File: src/rtl/uart_core_param.sv
// uart_core_param: full-duplex UART core with a shared 16x baud-tick generator,
// a TX engine and an RX engine (false-start rejection, frame/parity error flags).
// Optional parity bit: define UART_PARITY_EN to enable it.
//
//  state   | meaning
//  --------+---------------------------------------------------------------
//  S_IDLE  | line idle; TX waits for tx_start, RX waits for a low level
//  S_START | start bit; RX re-checks the line at mid-bit to reject glitches
//  S_DATA  | DBIT data bits, LSB first, 16 ticks each
//  S_PAR   | parity bit (parity build only)
//  S_STOP  | stop period of SB_TICK ticks; RX samples and reports the frame
module uart_core_param #(
  parameter int DBIT    = 8,
  parameter int SB_TICK = 16,
  parameter int DVSR_W  = 11
) (
  input  logic              clk_i,
  input  logic              rst_ni,
  input  logic [DVSR_W-1:0] dvsr_i,
  input  logic [DBIT-1:0]   tx_data_i,
  input  logic              tx_start_i,
  output logic              tx_o,
  output logic              tx_busy_o,
  output logic              tx_done_tick_o,
  input  logic              rx_i,
  output logic [DBIT-1:0]   rx_data_o,
  output logic              rx_done_tick_o,
  output logic              frame_err_o,
  input  logic              par_odd_i,
  output logic              parity_err_o
);

`ifdef UART_PARITY_EN
  localparam bit PAR_EN = 1'b1;
`else
  localparam bit PAR_EN = 1'b0;
`endif

  typedef enum logic [2:0] {S_IDLE, S_START, S_DATA, S_PAR, S_STOP} state_e;

  localparam logic [5:0] TICK_MID  = 6'd7;
  localparam logic [5:0] TICK_LAST = 6'd15;
  localparam logic [5:0] STOP_LAST = 6'(SB_TICK - 1);
  localparam logic [3:0] BIT_LAST  = 4'(DBIT - 1);

  logic [DVSR_W-1:0] baud_q;
  logic              s_tick;
  logic [1:0]        rx_sync_q;
  logic              rx_sync;

  assign s_tick  = (baud_q >= dvsr_i);
  assign rx_sync = rx_sync_q[1];

  // Free-running baud counter and two-flop synchroniser for the async rx pin
  always_ff @(posedge clk_i) begin
    if (!rst_ni) begin
      baud_q    <= '0;
      rx_sync_q <= 2'b11;
    end else begin
      baud_q    <= s_tick ? '0 : baud_q + 1'b1;
      rx_sync_q <= {rx_sync_q[0], rx_i};
    end
  end

  // ---------------------------------------------------------------- RX
  state_e            rx_state_q, rx_state_d;
  logic [5:0]        rx_tick_q, rx_tick_d;
  logic [3:0]        rx_bit_q, rx_bit_d;
  logic [DBIT-1:0]   rx_b_q, rx_b_d;
  logic              rx_p_q, rx_p_d;
  logic [DBIT-1:0]   rx_data_q, rx_data_d;
  logic              rx_done_q, rx_done_d;
  logic              frame_err_q, frame_err_d;
  logic              parity_err_q, parity_err_d;

  // RX state and datapath registers
  always_ff @(posedge clk_i) begin
    if (!rst_ni) begin
      rx_state_q   <= S_IDLE;
      rx_tick_q    <= '0;
      rx_bit_q     <= '0;
      rx_b_q       <= '0;
      rx_p_q       <= 1'b0;
      rx_data_q    <= '0;
      rx_done_q    <= 1'b0;
      frame_err_q  <= 1'b0;
      parity_err_q <= 1'b0;
    end else begin
      rx_state_q   <= rx_state_d;
      rx_tick_q    <= rx_tick_d;
      rx_bit_q     <= rx_bit_d;
      rx_b_q       <= rx_b_d;
      rx_p_q       <= rx_p_d;
      rx_data_q    <= rx_data_d;
      rx_done_q    <= rx_done_d;
      frame_err_q  <= frame_err_d;
      parity_err_q <= parity_err_d;
    end
  end

  // RX next state: tick counting, mid-bit sampling and shift-in
  always_comb begin
    rx_state_d = rx_state_q;
    rx_tick_d  = rx_tick_q;
    rx_bit_d   = rx_bit_q;
    rx_b_d     = rx_b_q;
    rx_p_d     = rx_p_q;
    case (rx_state_q)
      S_IDLE: if (!rx_sync) begin
        rx_state_d = S_START;
        rx_tick_d  = '0;
      end
      S_START: if (s_tick) begin
        if (rx_tick_q == TICK_MID) begin
          rx_tick_d  = '0;
          rx_bit_d   = '0;
          rx_state_d = rx_sync ? S_IDLE : S_DATA;
        end else rx_tick_d = rx_tick_q + 6'd1;
      end
      S_DATA: if (s_tick) begin
        if (rx_tick_q == TICK_LAST) begin
          rx_tick_d = '0;
          rx_b_d    = {rx_sync, rx_b_q[DBIT-1:1]};
          if (rx_bit_q == BIT_LAST) rx_state_d = PAR_EN ? S_PAR : S_STOP;
          else                      rx_bit_d   = rx_bit_q + 4'd1;
        end else rx_tick_d = rx_tick_q + 6'd1;
      end
      S_PAR: if (s_tick) begin
        if (rx_tick_q == TICK_LAST) begin
          rx_tick_d  = '0;
          rx_p_d     = rx_sync;
          rx_state_d = S_STOP;
        end else rx_tick_d = rx_tick_q + 6'd1;
      end
      S_STOP: if (s_tick) begin
        if (rx_tick_q == STOP_LAST) rx_state_d = S_IDLE;
        else                        rx_tick_d  = rx_tick_q + 6'd1;
      end
      default: rx_state_d = S_IDLE;
    endcase
  end

  // RX outputs: word and error flags update only with the done pulse
  always_comb begin
    rx_done_d    = (rx_state_q == S_STOP) && s_tick && (rx_tick_q == STOP_LAST);
    rx_data_d    = rx_done_d ? rx_b_q : rx_data_q;
    frame_err_d  = rx_done_d ? ~rx_sync : frame_err_q;
    parity_err_d = rx_done_d ? (PAR_EN && (((^rx_b_q) ^ par_odd_i) != rx_p_q))
                             : parity_err_q;
  end

  assign rx_data_o      = rx_data_q;
  assign rx_done_tick_o = rx_done_q;
  assign frame_err_o    = frame_err_q;
  assign parity_err_o   = parity_err_q;

  // ---------------------------------------------------------------- TX
  state_e          tx_state_q, tx_state_d;
  logic [5:0]      tx_tick_q, tx_tick_d;
  logic [3:0]      tx_bit_q, tx_bit_d;
  logic [DBIT-1:0] tx_b_q, tx_b_d;
  logic            tx_p_q, tx_p_d;
  logic            tx_q, tx_d;
  logic            tx_done_q, tx_done_d;
  logic            tx_accept;

  // The done cycle itself refuses a new request, so held tx_start restarts one cycle later
  assign tx_accept = (tx_state_q == S_IDLE) && tx_start_i && !tx_done_q;

  // TX state and datapath registers
  always_ff @(posedge clk_i) begin
    if (!rst_ni) begin
      tx_state_q <= S_IDLE;
      tx_tick_q  <= '0;
      tx_bit_q   <= '0;
      tx_b_q     <= '0;
      tx_p_q     <= 1'b0;
      tx_q       <= 1'b1;
      tx_done_q  <= 1'b0;
    end else begin
      tx_state_q <= tx_state_d;
      tx_tick_q  <= tx_tick_d;
      tx_bit_q   <= tx_bit_d;
      tx_b_q     <= tx_b_d;
      tx_p_q     <= tx_p_d;
      tx_q       <= tx_d;
      tx_done_q  <= tx_done_d;
    end
  end

  // TX next state: latch on accept, 16 ticks per bit, SB_TICK for stop
  always_comb begin
    tx_state_d = tx_state_q;
    tx_tick_d  = tx_tick_q;
    tx_bit_d   = tx_bit_q;
    tx_b_d     = tx_b_q;
    tx_p_d     = tx_p_q;
    case (tx_state_q)
      S_IDLE: if (tx_accept) begin
        tx_state_d = S_START;
        tx_tick_d  = '0;
        tx_b_d     = tx_data_i;
        tx_p_d     = (^tx_data_i) ^ par_odd_i;
      end
      S_START: if (s_tick) begin
        if (tx_tick_q == TICK_LAST) begin
          tx_tick_d  = '0;
          tx_bit_d   = '0;
          tx_state_d = S_DATA;
        end else tx_tick_d = tx_tick_q + 6'd1;
      end
      S_DATA: if (s_tick) begin
        if (tx_tick_q == TICK_LAST) begin
          tx_tick_d = '0;
          tx_b_d    = tx_b_q >> 1;
          if (tx_bit_q == BIT_LAST) tx_state_d = PAR_EN ? S_PAR : S_STOP;
          else                      tx_bit_d   = tx_bit_q + 4'd1;
        end else tx_tick_d = tx_tick_q + 6'd1;
      end
      S_PAR: if (s_tick) begin
        if (tx_tick_q == TICK_LAST) begin
          tx_tick_d  = '0;
          tx_state_d = S_STOP;
        end else tx_tick_d = tx_tick_q + 6'd1;
      end
      S_STOP: if (s_tick) begin
        if (tx_tick_q == STOP_LAST) tx_state_d = S_IDLE;
        else                        tx_tick_d  = tx_tick_q + 6'd1;
      end
      default: tx_state_d = S_IDLE;
    endcase
  end

  // TX outputs: line level follows the upcoming state so tx is registered
  always_comb begin
    case (tx_state_d)
      S_START: tx_d = 1'b0;
      S_DATA:  tx_d = tx_b_d[0];
      S_PAR:   tx_d = tx_p_q;
      default: tx_d = 1'b1;
    endcase
    tx_done_d = (tx_state_q == S_STOP) && s_tick && (tx_tick_q == STOP_LAST);
  end

  assign tx_o           = tx_q;
  assign tx_done_tick_o = tx_done_q;
  assign tx_busy_o      = (tx_state_q != S_IDLE) || tx_done_q;

endmodule

File: config.mk
export PLATFORM = sky130hd
export DESIGN_NAME = uart_core_param
export DESIGN_NICKNAME = d
export VERILOG_FILES = /design/src/rtl/uart_core_param.sv
export SDC_FILE = /design/constraint.sdc
export NUM_CORES = 1
export LEC_CHECK = 0
export CAP_MARGIN = 30
export CORE_ASPECT_RATIO = 0.5
export CORE_MARGIN = 2
export CORE_UTILIZATION = 60
export DETAILED_ROUTE_END_ITERATION = 8
export MAX_ROUTING_LAYER = met4
export PLACE_DENSITY = 0.84
export SETUP_SLACK_MARGIN = 0.2
export SYNTH_ARGS = -nofsm -noshare
export SYNTH_HDL_FRONTEND = slang
export SYNTH_SLANG_ARGS = --single-unit
File: constraint.sdc
create_clock -name clk_i -period 5.2 [get_ports clk_i]
set_clock_uncertainty 0.15 [all_clocks]
set_input_delay 0.78 -clock clk_i [delete_from_list [all_inputs] [get_ports clk_i]]
set_output_delay 0.78 -clock clk_i [all_outputs]
set_load 0.01 [all_outputs]
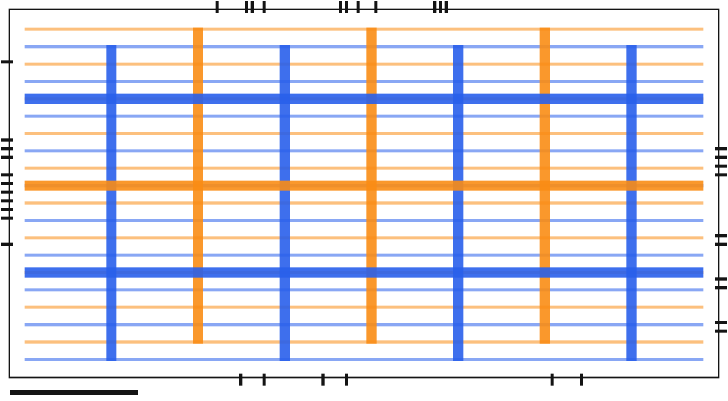
(power grid)
Scale bar: 20 um. Pins as bars on the die edge.
| net | colour |
|---|---|
| VDD | orange |
| VSS | blue |
signal pins: 38
met1 rails: 20
Worst VDD drop: 0.262 mV
Die Span X: 111 um

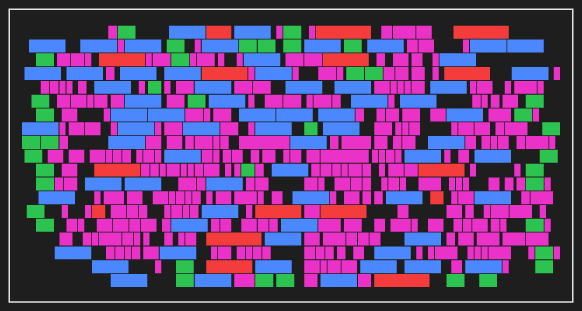
(placed cells, one colour a class)
| class | colour | cells | share of their area |
|---|---|---|---|
| clock drivers and dummy loads | red | 16 | 9.1% |
| remaining buffers and delay cells | green | 39 | 9.3% |
| registers | blue | 68 | 33% |
| remaining logic cells | magenta | 310 | 48% |
Std-Cell Rows: 19
Layout Utilization: 76.4%

==> Slide: Implementation Results <==
Flow Results at a Glance

Run status
  – Result of the run: completed

Detailed routing
  – Via count normalized by instance count: 5.89
  – Starting DRT DRC Count: 216
  – Wire length reported by the detailed router: 7530 um
  – Number of DRC violations after detailed routing: 0

Clock network
  – Insertion delay to the later sink of the worst-skew pair: 0.33 ns
  – Depth of the CTS H-tree: 3
  – Inserted Clock Buffers: 9
  – Hold-fix buffer count after cts: 0
  – Postcts setup bufs: 0

Hold path
  – Start point of the worst min-delay path: rx_sync_q[0]$_SDFF_PN1_
  – Number of cells on the worst hold path: 1

Power
  – Switching Share: 20.3%
  – Static Leakage: 0.00157 uW
  – Fraction of power consumed by combinational cells: 7.0%
  – Internal Dissipation: 1110 uW

Floorplanning
  – Number of top-level pins: 38

Setup path
  – Worst EP arrival: 3.43 ns
  – Required time of the critical path: 5.23 ns
  – Worst flop-to-flop path endpoint: tx_o$_SDFF_PN1_

Yosys
  – Synth cell count leaders: 68 x sky130_fd_sc_hd__dfxtp_1, 53 x sky130_fd_sc_hd__nor2_1, 31 x sky130_fd_sc_hd__a21oi_1, 31 x sky130_fd_sc_hd__nand2_1, 19 x sky130_fd_sc_hd__inv_1
  – Flip-flop and latch count after synthesis: 68
  – Library cell with the largest summed area after synthesis: sky130_fd_sc_hd__dfxtp_1
  – Sequential fraction of the synthesis area: 39.8%
  – Post-synthesis instance total: 394
  – Ys cells: 394
  – Async SR Flop Fraction: 0%
  – Synthesized area: 3420 sq um
  – Cell types occupying the most area after synthesis: sky130_fd_sc_hd__dfxtp_1 40%, sky130_fd_sc_hd__ha_1 5.8%, sky130_fd_sc_hd__nor2_1 5.8%, sky130_fd_sc_hd__mux2i_1 5.0%, sky130_fd_sc_hd__a21oi_1 4.5%
  – Count of library flops with an enable pin: 0
  – Number of nets at floorplan: 434

Placed design
  – Post-place instance area: 3820 sq um
  – Port buffer count: 36

Final layout
  – Final net count: 468
  – Share of final-layout standard cells stronger than drive strength 1: 6.93%
  – Combinational gate area: 1920 sq um
  – Filler cell count: 394
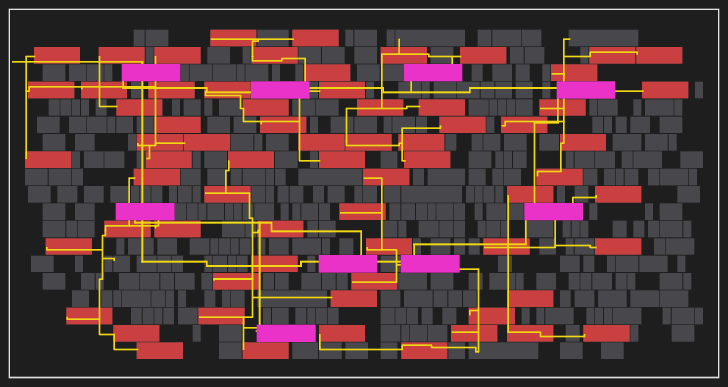
(clock wires, drivers and flops)
[clock-net drivers] magenta | count: 9
[flip-flops] red | count: 68
[clock wires] yellow | length: 856 um
flops lie: spread over the die
Clk pwr share: 54.0%
clock group power: 751 uW

final cells by class:
class / count / share of cell area [%]
Timing Repair Buffer: 39 / 9.12
Clock inverter: 6 / 3.22
Inverter: 19 / 1.70
Multi-Input combinational cell: 291 / 45.7
Sequential cell: 68 / 32.4
Tap cell: 73 / 2.18
Clock buffer: 10 / 5.69
cell usage in the layout, fill, tap and decap left out, drive strengths merged, types with 3 or more instances in the layout:
master and n:
xor2 11, a211oi 3, a31oi 4, nand4 5
and2 3, or3b 3, a22oi 6, nand2 31
mux2i 17, a21oi 32, and3 8, nor2 53
buf 3, ha 16, bufinv 4, nor2b 3
mux2 3, nand3 14, nor3 7, o21ai 14
clkbuf 10, nand3b 5, xnor2 13, inv 19
o211ai 5, dfxtp 68, clkdlybuf4s50 36, a2bb2oi 3
nand2b 5
cell families (layout without fill, tap and decap cells):
| logic type | count (synthesis) | count (layout) | share of synthesized area, % |
|---|---|---|---|
| xor+xnor | 24 | 24 | 6.14 |
| simple gates | 145 | 145 | 21.1 |
| buf+inv | 35 | 74 | 4.27 |
| fa+ha+maj | 16 | 16 | 5.85 |
| flops | 68 | 68 | 39.8 |
| other cells | 1 | 1 | 0.110 |
| mux | 20 | 20 | 5.96 |
| compound gates | 85 | 85 | 16.8 |
registers in the layout, summed over array words and instances, names as in the netlist, 2 cells and up:
name	flops
rx_data_o	8
tx_tick_q	6
rx_bit_q	4
rx_state_q	3
baud_q	11
tx_state_q	3
rx_sync_q	2
rx_b_q	8
rx_tick_q	6
tx_bit_q	4
tx_b_q	8
power by group through the flow:
stage,sequential [uW],combinational [uW],clock [uW]
2_1_floorplan,550,63.5,0
3_3_place_gp,552,93.6,0
3_5_place_dp,553,97.1,0
4_1_cts,541,97.9,763
5_1_grt,543,109,790
6_report,542,97.6,751
per-stage QoR:
stage | setup WS [ns] | cells | total power [uW] | util (%)
after global routing | 1.67 | 506 | 1440 | 76.4
after detailed placement | 1.51 | 490 | 650 | 69.6
after CTS | 1.85 | 506 | 1400 | 76.4
after floorplan | 2.35 | 394 | 614 | -
after global placement | 1.72 | 490 | 646 | 69.6
final | 1.80 | 506 | 1390 | 76.4
layer usage:
metal,routed length (um),vias to the layer above,track usage [%]
met5,0,-,-
met4,90,0,9.82
met3,448,10,9.67
met2,3840,90,46.6
met1,3150,1412,27.3
li1,-,1467,-
worst max-delay path, stage by stage:
cell	delay, ns
sky130_fd_sc_hd__clkdlybuf4s50_1	0.46
sky130_fd_sc_hd__inv_1	0.04
sky130_fd_sc_hd__ha_1	0.29
sky130_fd_sc_hd__nand2_1	0.08
sky130_fd_sc_hd__o21ai_0	0.17
sky130_fd_sc_hd__nand2b_1	0.27
sky130_fd_sc_hd__a21oi_1	0.65
sky130_fd_sc_hd__nor2_1	0.12
sky130_fd_sc_hd__a221oi_1	0.36
sky130_fd_sc_hd__a32oi_1	0.20
worst max path at each step:
stage	endpoint
floorplan	rx_tick_q[2]$_SDFFE_PN0P_
global placement	tx_o$_SDFF_PN1_
global route	tx_o$_SDFF_PN1_
CTS	tx_o$_SDFF_PN1_
detailed placement	tx_o$_SDFF_PN1_
finish	tx_o$_SDFF_PN1_
Power figures rest on the tool's default switching activity, not on a simulated workload.
